==> run_1/metal_stack.png <==
Two of the layers only.
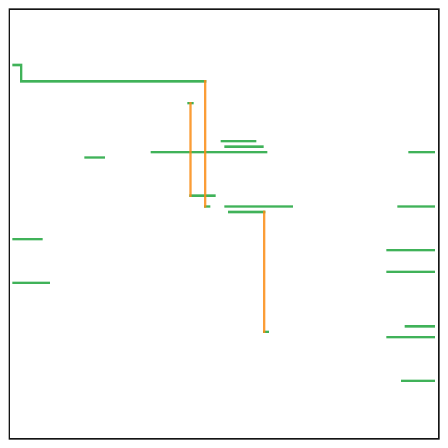
==> run_1/met2.png <==
The bar under the picture is 20 µm long.
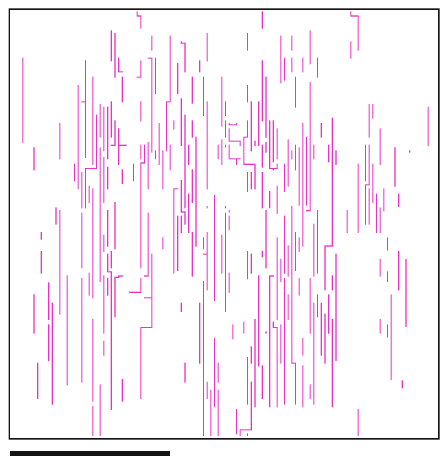
==> run_1/port_nets.png <==
The bar under the picture is 20 µm long.
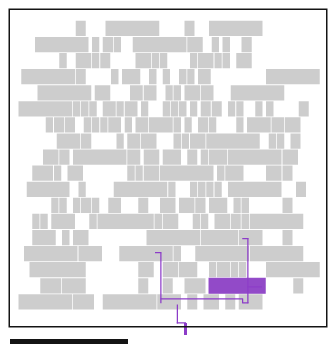
==> run_1/final_placement.png <==
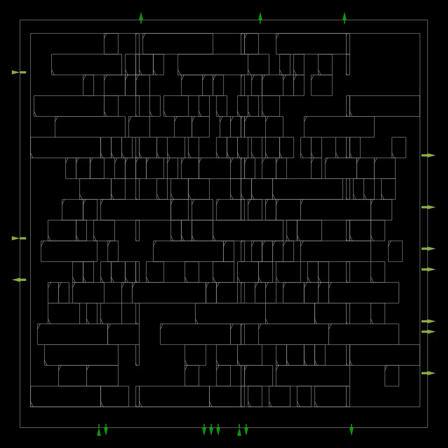
File: src/rtl/gb_apu_frame_seq.sv
// APU timing scheduler: free-running 16-bit DIV counter, 1/2 MHz clock enables and
// the 512 Hz frame sequencer that issues length, sweep and envelope strobes.
module gb_apu_frame_seq #(
   parameter int unsigned DIV_BIT = 12
) (
   input  logic       clk,
   input  logic       reset,
   input  logic       apu_on,
   input  logic       div_reset,
   output logic [7:0] div_o,
   output logic       tick_1m,
   output logic       tick_2m,
   output logic [2:0] fs_step,
   output logic       len_clk,
   output logic       sweep_clk,
   output logic       env_clk,
   output logic       len_skip_next
);

   logic [15:0] div;
   logic        div_prev;
   logic        fs_event;
   logic [2:0]  step_d;
   logic        len_d;
   logic        sweep_d;
   logic        env_d;

   assign div_o         = div[15:8];
   assign tick_2m       = div[0];
   assign tick_1m       = (div[1:0] == 2'b11);
   assign len_skip_next = fs_step[0];

   // A DIV clear while the tap bit is high still looks like a falling edge here.
   always_comb begin
      fs_event = div_prev & ~div[DIV_BIT] & apu_on;
      step_d   = fs_step;
      len_d    = 1'b0;
      sweep_d  = 1'b0;
      env_d    = 1'b0;
      if (!apu_on) begin
         step_d = '0;
      end else if (fs_event) begin
         len_d   = ~fs_step[0];
         sweep_d = (fs_step[1:0] == 2'b10);
         env_d   = (fs_step == 3'd7);
         step_d  = fs_step + 3'd1;
      end
   end

   always_ff @(posedge clk or posedge reset) begin
      if (reset) begin
         div       <= '0;
         div_prev  <= 1'b0;
         fs_step   <= '0;
         len_clk   <= 1'b0;
         sweep_clk <= 1'b0;
         env_clk   <= 1'b0;
      end else begin
         div       <= div_reset ? '0 : div + 16'd1;
         div_prev  <= div[DIV_BIT];
         fs_step   <= step_d;
         len_clk   <= len_d;
         sweep_clk <= sweep_d;
         env_clk   <= env_d;
      end
   end

endmodule

File: config.mk
export PLATFORM = sky130hd
export DESIGN_NAME = gb_apu_frame_seq
export DESIGN_NICKNAME = d
export VERILOG_FILES = /design/src/rtl/gb_apu_frame_seq.sv
export SDC_FILE = /design/constraint.sdc
export NUM_CORES = 1
export LEC_CHECK = 0
export ABC_AREA = 1
export CAP_MARGIN = 20
export CORE_UTILIZATION = 46
export CTS_CLUSTER_DIAMETER = 80
export DETAILED_ROUTE_END_ITERATION = 16
export HOLD_SLACK_MARGIN = 0.1
export PLACE_DENSITY_LB_ADDON = 0.08
export SLEW_MARGIN = 30
export SYNTH_ARGS = -nofsm -noshare
export SYNTH_HDL_FRONTEND = slang
export SYNTH_SLANG_ARGS = --single-unit
File: constraint.sdc
create_clock -name clk -period 1.3 [get_ports clk]
set_clock_uncertainty 0.2 [all_clocks]
set_input_delay 0.13 -clock clk [delete_from_list [all_inputs] [get_ports clk]]
set_output_delay 0.13 -clock clk [all_outputs]
set_load 0.02 [all_outputs]
==> results.py, run 1 <==
# Auto-generated metrics
metrics = {
    "sta": {
        "worst_slack_ps": -117,
        "final-setup-viol-count": 14,
        "rsz0062_at_grt": "yes",
    },
    "floorplanning": {
        "rows": 18,
        "die_h_um": 53.4,
        "fp-utilization": 0.487,
    },
    "finish": {
        "final_common_cell": "nand2_1",
    },
    "global_route": {
        "grt_usage": 0.219,
        "met3_usage": 0.0287,
    },
    "route": {
        "drtPass1Iterations": 4,
        "drt_iter0_drc": 10,
        "num_vias": 1074,
    },
    "power_and_ir_drop": {
        "ir_worst_vdd_mv": 0.546,
        "pwr-share-seq": 0.617,
    },
    "clocking": {
        "insertion_delay_ps": 320,
    },
    "critical_path": {
        "r2r-end": "div[12]$_DFF_PP0_",
        "start_kind": "register",
        "required_ps": 1320,
        "crit_fanout": 4,
        "cp_top_family": "simple AND/OR/NAND/NOR gates",
    },
    "synth": {
        "yosys_warnings": 0,
        "ys_seq_frac": 0.473,
        "yosys_cells": 152,
        "synth_area_um2": 1220,
        "synth.cellmix.xorXnorShare": 0.0144,
    },
    "run_status": {
        "status": "complete, but fails checks",
        "violations": "setup timing",
    },
}
## Picture notes: metal_stack.png
- orange: met4 (wire length 42.2 µm)
- green: met3 (wire length 107 µm)

## Picture notes: met2.png
- share of all routed wire: 49%
- main direction: vertical

## Picture notes: port_nets.png
- purple: len_skip_next (bits 1; direction output; end cells 1; buffers 1; wire 43.5 µm)
Port Buf Inserts: 20
I/O pins: 21

## Picture notes: final_placement.png
flop share of the area: 0.352
seq_cells: 23
fin util: 0.658
Non-Filler Instances: 219

-- run 1: worst max path at each step --
stage / from / to / cells past startpoint / slack (ps)
3_3_place_gp: div[1]$_DFF_PP0_ / tick_1m / 2 / -160
6_report: div[0]$_DFF_PP0_ / div[12]$_DFF_PP0_ / 8 / -120
4_1_cts: div[1]$_DFF_PP0_ / div[12]$_DFF_PP0_ / 8 / -110
5_1_grt: div[1]$_DFF_PP0_ / div[14]$_DFF_PP0_ / 8 / -200
2_1_floorplan: div[0]$_DFF_PP0_ / div[12]$_DFF_PP0_ / 8 / -160
3_5_place_dp: div[1]$_DFF_PP0_ / tick_1m / 2 / -180
-- run 1: synthesized netlist by cell type (all sizes together) --
master  count
o21bai      2
nor2       31
xnor2       1
a31oi       1
dfrtp      23
xor2        1
o21ai       9
nand4       2
buf        10
a21oi       4
inv        23
nand3       8
ha          4
nand2      33
-- run 1: through the flow --
| step | worst slack [ps] | util | total power [mW] | cell area, µm² |
|---|---|---|---|---|
| floorplan | -157 | - | 0.790 | 1260 |
| global placement | -162 | 0.642 | 0.844 | 1600 |
| detailed placement | -181 | 0.642 | 0.850 | 1600 |
| CTS | -107 | 0.651 | 1.19 | 1630 |
| global route | -202 | 0.658 | 1.23 | 1640 |
| finish | -117 | 0.658 | 1.19 | 1640 |
-- run 1: state kept, by name, summed over array words and instances (netlist names) --
signal     flops
div_prev       1
div           16
fs_step        3
env_clk        1
len_clk        1
sweep_clk      1
-- run 1: layout make-up --
type | count | area (µm²)
fill | 223 | 856
sequential | 23 | 579
multi-input combinational | 96 | 577
timing repair buffer | 43 | 335
inverter | 23 | 88.8
tap | 30 | 37.5
clock buffer | 4 | 26.3
==> run 2, diff against run 1 <==
--- a/config.mk
+++ b/config.mk
@@ -6,6 +6,7 @@
 export NUM_CORES = 1
 export LEC_CHECK = 0
 export ABC_AREA = 1
+export ABC_CLOCK_PERIOD_IN_PS = 1300
 export CAP_MARGIN = 20
 export CORE_UTILIZATION = 46
 export CTS_CLUSTER_DIAMETER = 80
==> results.py, run 2 <==
# Auto-generated metrics
metrics = {
    "run_status": {
        "status": "complete, but fails checks",
        "violations": "setup timing",
    },
    "finish": {
        "fillers": 223,
        "largestRegisters": "div x16, fs_step x3",
        "final_common_cell": "nand2_1",
        "finalNonFillerCells": 219,
        "comb_area_um2": 577,
        "largest-register": "div",
        "finalInstanceArea_um2": 1640,
    },
    "sta": {
        "worst_slack_ps": -117,
        "final-setup-viol-count": 14,
        "rsz0062_at_grt": "yes",
    },
    "critical_path": {
        "start_kind": "register",
        "crit_fanout": 4,
        "required_ps": 1320,
    },
    "synth": {
        "most_common_cell": "nand2_1",
        "ff_type": "dfrtp_1",
        "synthArstFlopShare": 1.00,
        "yosys_cells": 152,
        "ys_seq_frac": 0.473,
        "yosys_warnings": 0,
        "synth-edff-count": 0,
        "common_cells": "29 x nand2_1, 27 x nor2_1, 23 x dfrtp_1",
        "synth_area_um2": 1220,
    },
    "global_route": {
        "grt_usage": 0.219,
    },
    "placed_design": {
        "post_dp_cell_area_um2": 1600,
        "io_buffer_count": 20,
        "dp_worst_setup_slack_ps": -181,
    },
    "power_and_ir_drop": {
        "p_total_mw": 1.19,
        "ir_worst_vdd_mv": 0.546,
    },
    "route": {
        "num_vias": 1074,
        "drtPass1Iterations": 4,
        "drt_iter0_drc": 10,
    },
    "floorplanning": {
        "fp-utilization": 0.487,
        "rows": 18,
        "die_h_um": 53.4,
    },
}
-- run 2: area by class of cell --
cell class / instances / share of cell area
tap: 30 / 0.0228
multi-input combinational: 96 / 0.351
clock buffer: 4 / 0.0160
inverter: 23 / 0.0540
sequential: 23 / 0.352
timing repair buffer: 43 / 0.204
-- run 2: routing by layer --
metal | GRT usage | vias up
met5 | 0 | -
met4 | 0.105 | 0
met1 | 0.272 | 506
li1 | - | 538
met3 | 0.0287 | 6
met2 | 0.369 | 24
-- run 2: timing repair --
item | CTS | global route
endpoints found under the setup margin | 31 | 26
pin swaps | 6 | 4
gates resized | 77 | 20
hold buffers | 1 | 0
endpoints found under the hold margin | 23 | 0
-- run 2: worst paths after layout --
| path | end | slack [ps] | cells after the start |
|---|---|---|---|
| hold / removal | div[8]$_DFF_PP0_ | 290 | 3 |
| hold reg to reg | div[4]$_DFF_PP0_ | 360 | 2 |
| max in group asynchronous | fs_step[0]$_DFFE_PP0P_ | 250 | 4 |
| setup / recovery | div[12]$_DFF_PP0_ | -120 | 8 |
| min in group asynchronous | div[2]$_DFF_PP0_ | 490 | 4 |
| setup reg to reg | div[12]$_DFF_PP0_ | -120 | 8 |
-- run 2: cell families (layout without fill, tap and decap cells) --
logic type	after synthesis	count (layout)	synth area share
XOR/XNOR	2	2	0.0144
flip-flops	23	23	0.473
AND/OR/NAND/NOR	74	74	0.265
buffers and inverters	33	70	0.133
adder cells (fa/ha/maj)	4	4	0.0411
AND-OR/OR-AND	16	16	0.0740
-- run 2: power breakdown --
group,total (mW),internal [mW],switching (mW)
Clock,0.345,0.120,0.225
Combinational,0.110,0.0557,0.0538
Sequential,0.732,0.723,0.00857
Total,1.19,0.899,0.287
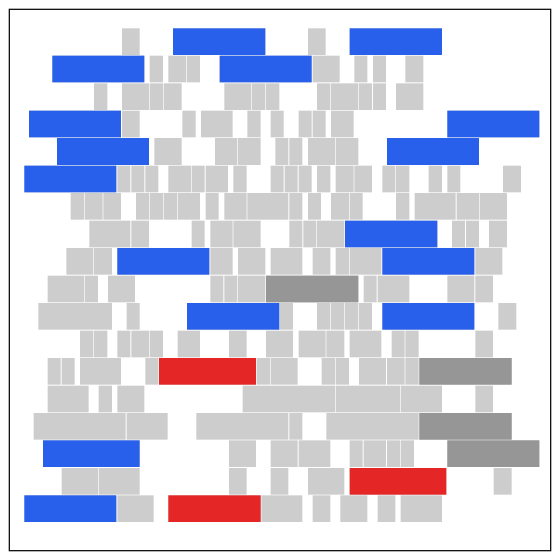
(run_2/registers.png)
Other sequential cells in the stronger gray, the rest of the logic in the fainter gray.
- red: fs_step (flops 3)
- blue: div (flops 16; where all over the die)
- not colored: 4
sequential power: 732 µW
FF+latch area: 579 µm²

==> run 3, diff against run 2 <==
--- a/config.mk
+++ b/config.mk
@@ -11,7 +11,7 @@
 export CORE_UTILIZATION = 46
 export CTS_CLUSTER_DIAMETER = 80
 export DETAILED_ROUTE_END_ITERATION = 16
-export HOLD_SLACK_MARGIN = 0.1
+export HOLD_SLACK_MARGIN = 0.02
 export PLACE_DENSITY_LB_ADDON = 0.08
 export SLEW_MARGIN = 30
 export SYNTH_ARGS = -nofsm -noshare
==> results.py, run 3 <==
# Auto-generated metrics
metrics = {
    "synth": {
        "most_common_cell": "nand2_1",
        "common_cells": "29 x nand2_1, 27 x nor2_1, 23 x dfrtp_1",
        "synthArstFlopShare": 1.00,
        "yosys_warnings": 0,
        "synth_area_um2": 1220,
        "synth-edff-count": 0,
    },
    "global_route": {
        "grt_busiest_layer": "met2",
        "met3_usage": 0.0287,
        "grt_usage": 0.219,
    },
    "critical_path": {
        "required_ps": 1320,
        "crit_fanout": 4,
    },
    "floorplanning": {
        "rows": 18,
        "die_h_um": 53.4,
    },
    "power_and_ir_drop": {
        "comb_cell_power_uw": 110,
        "p_sw_frac": 0.242,
        "p_clk_frac": 0.291,
        "ir_worst_vdd_mv": 0.546,
        "p_clk_uw": 345,
        "pg_seq_uw": 732,
        "combPwrFrac": 0.092,
    },
    "route": {
        "num_vias": 1074,
        "drt_iter0_drc": 10,
    },
    "sta": {
        "worst_slack_ps": -117,
        "final-setup-viol-count": 14,
    },
    "finish": {
        "largest-register": "div",
        "seq_area_um2": 579,
        "largestRegisters": "div x16, fs_step x3",
        "comb_area_um2": 577,
        "fillers": 223,
        "post-route-util": 0.658,
    },
    "clocking": {
        "insertion_delay_ps": 320,
    },
    "run_status": {
        "violations": "setup timing",
        "status": "complete, but fails checks",
    },
}
-- run 3: cell counts in the layout (fill, tap and decap cells not counted) --
Identical to the previous run, type by type.
-- run 3: cells by family (layout without fill, tap and decap cells) --
logic type	count (synthesis)	after routing	share of synthesized area
buf+inv	33	70	0.133
compound gates	16	16	0.0740
xor+xnor	2	2	0.0144
simple gates	74	74	0.265
flops	23	23	0.473
fa+ha+maj	4	4	0.0411
-- run 3: cell type report --
class                   count  share of cell area
clock buffers               4              0.0160
inverters                  23              0.0540
multi-input cells          96               0.351
flip-flops and latches     23               0.352
well taps                  30              0.0228
repair buffers             43               0.204
-- run 3: worst paths after layout --
kind	to	cells after the start	start	slack [ps]
max	div[12]$_DFF_PP0_	8	div[0]$_DFF_PP0_	-120
min	div[8]$_DFF_PP0_	3	div_reset	290
max reg2reg	div[12]$_DFF_PP0_	8	div[0]$_DFF_PP0_	-120
min reg2reg	div[4]$_DFF_PP0_	2	div[4]$_DFF_PP0_	360
max in group asynchronous	fs_step[0]$_DFFE_PP0P_	4	reset	250
min in group asynchronous	div[2]$_DFF_PP0_	4	reset	490
-- run 3: worst reg2reg max path, stage by stage (launching register included) --
cell	delay, ps
dfrtp_2	410
ha_4	170
nand2_4	60
nor2_4	140
nand2_2	120
nor2_1	100
nand2_1	50
nand2_1	50
nor2_1	30
-- run 3: stage by stage --
step / cell area [µm²] / setup TNS [ps]
floorplan: 1260 / -707
global placement: 1600 / -1410
detailed placement: 1600 / -1920
CTS: 1630 / -1050
global route: 1640 / -2280
finish: 1640 / -925
-- run 3: what timing repair did --
action	4_1_cts	5_1_grt
hold buffers	1	0
gates resized	77	20
hold endpoints to repair	23	0
setup endpoints to repair	31	26
gates cloned	0	0
pin swaps	6	4
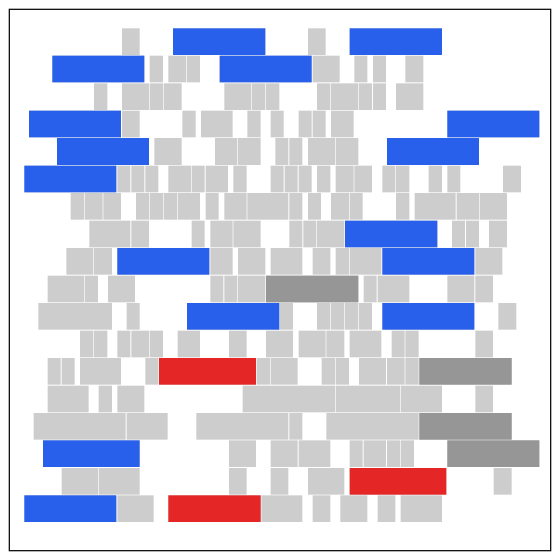
(run_3/registers.png)
Other sequential cells in the stronger gray, the rest of the logic in the fainter gray.
- blue: div (flops 16; where all over the die)
- red: fs_step (flops 3)

Power and IR drop assume default switching activity.
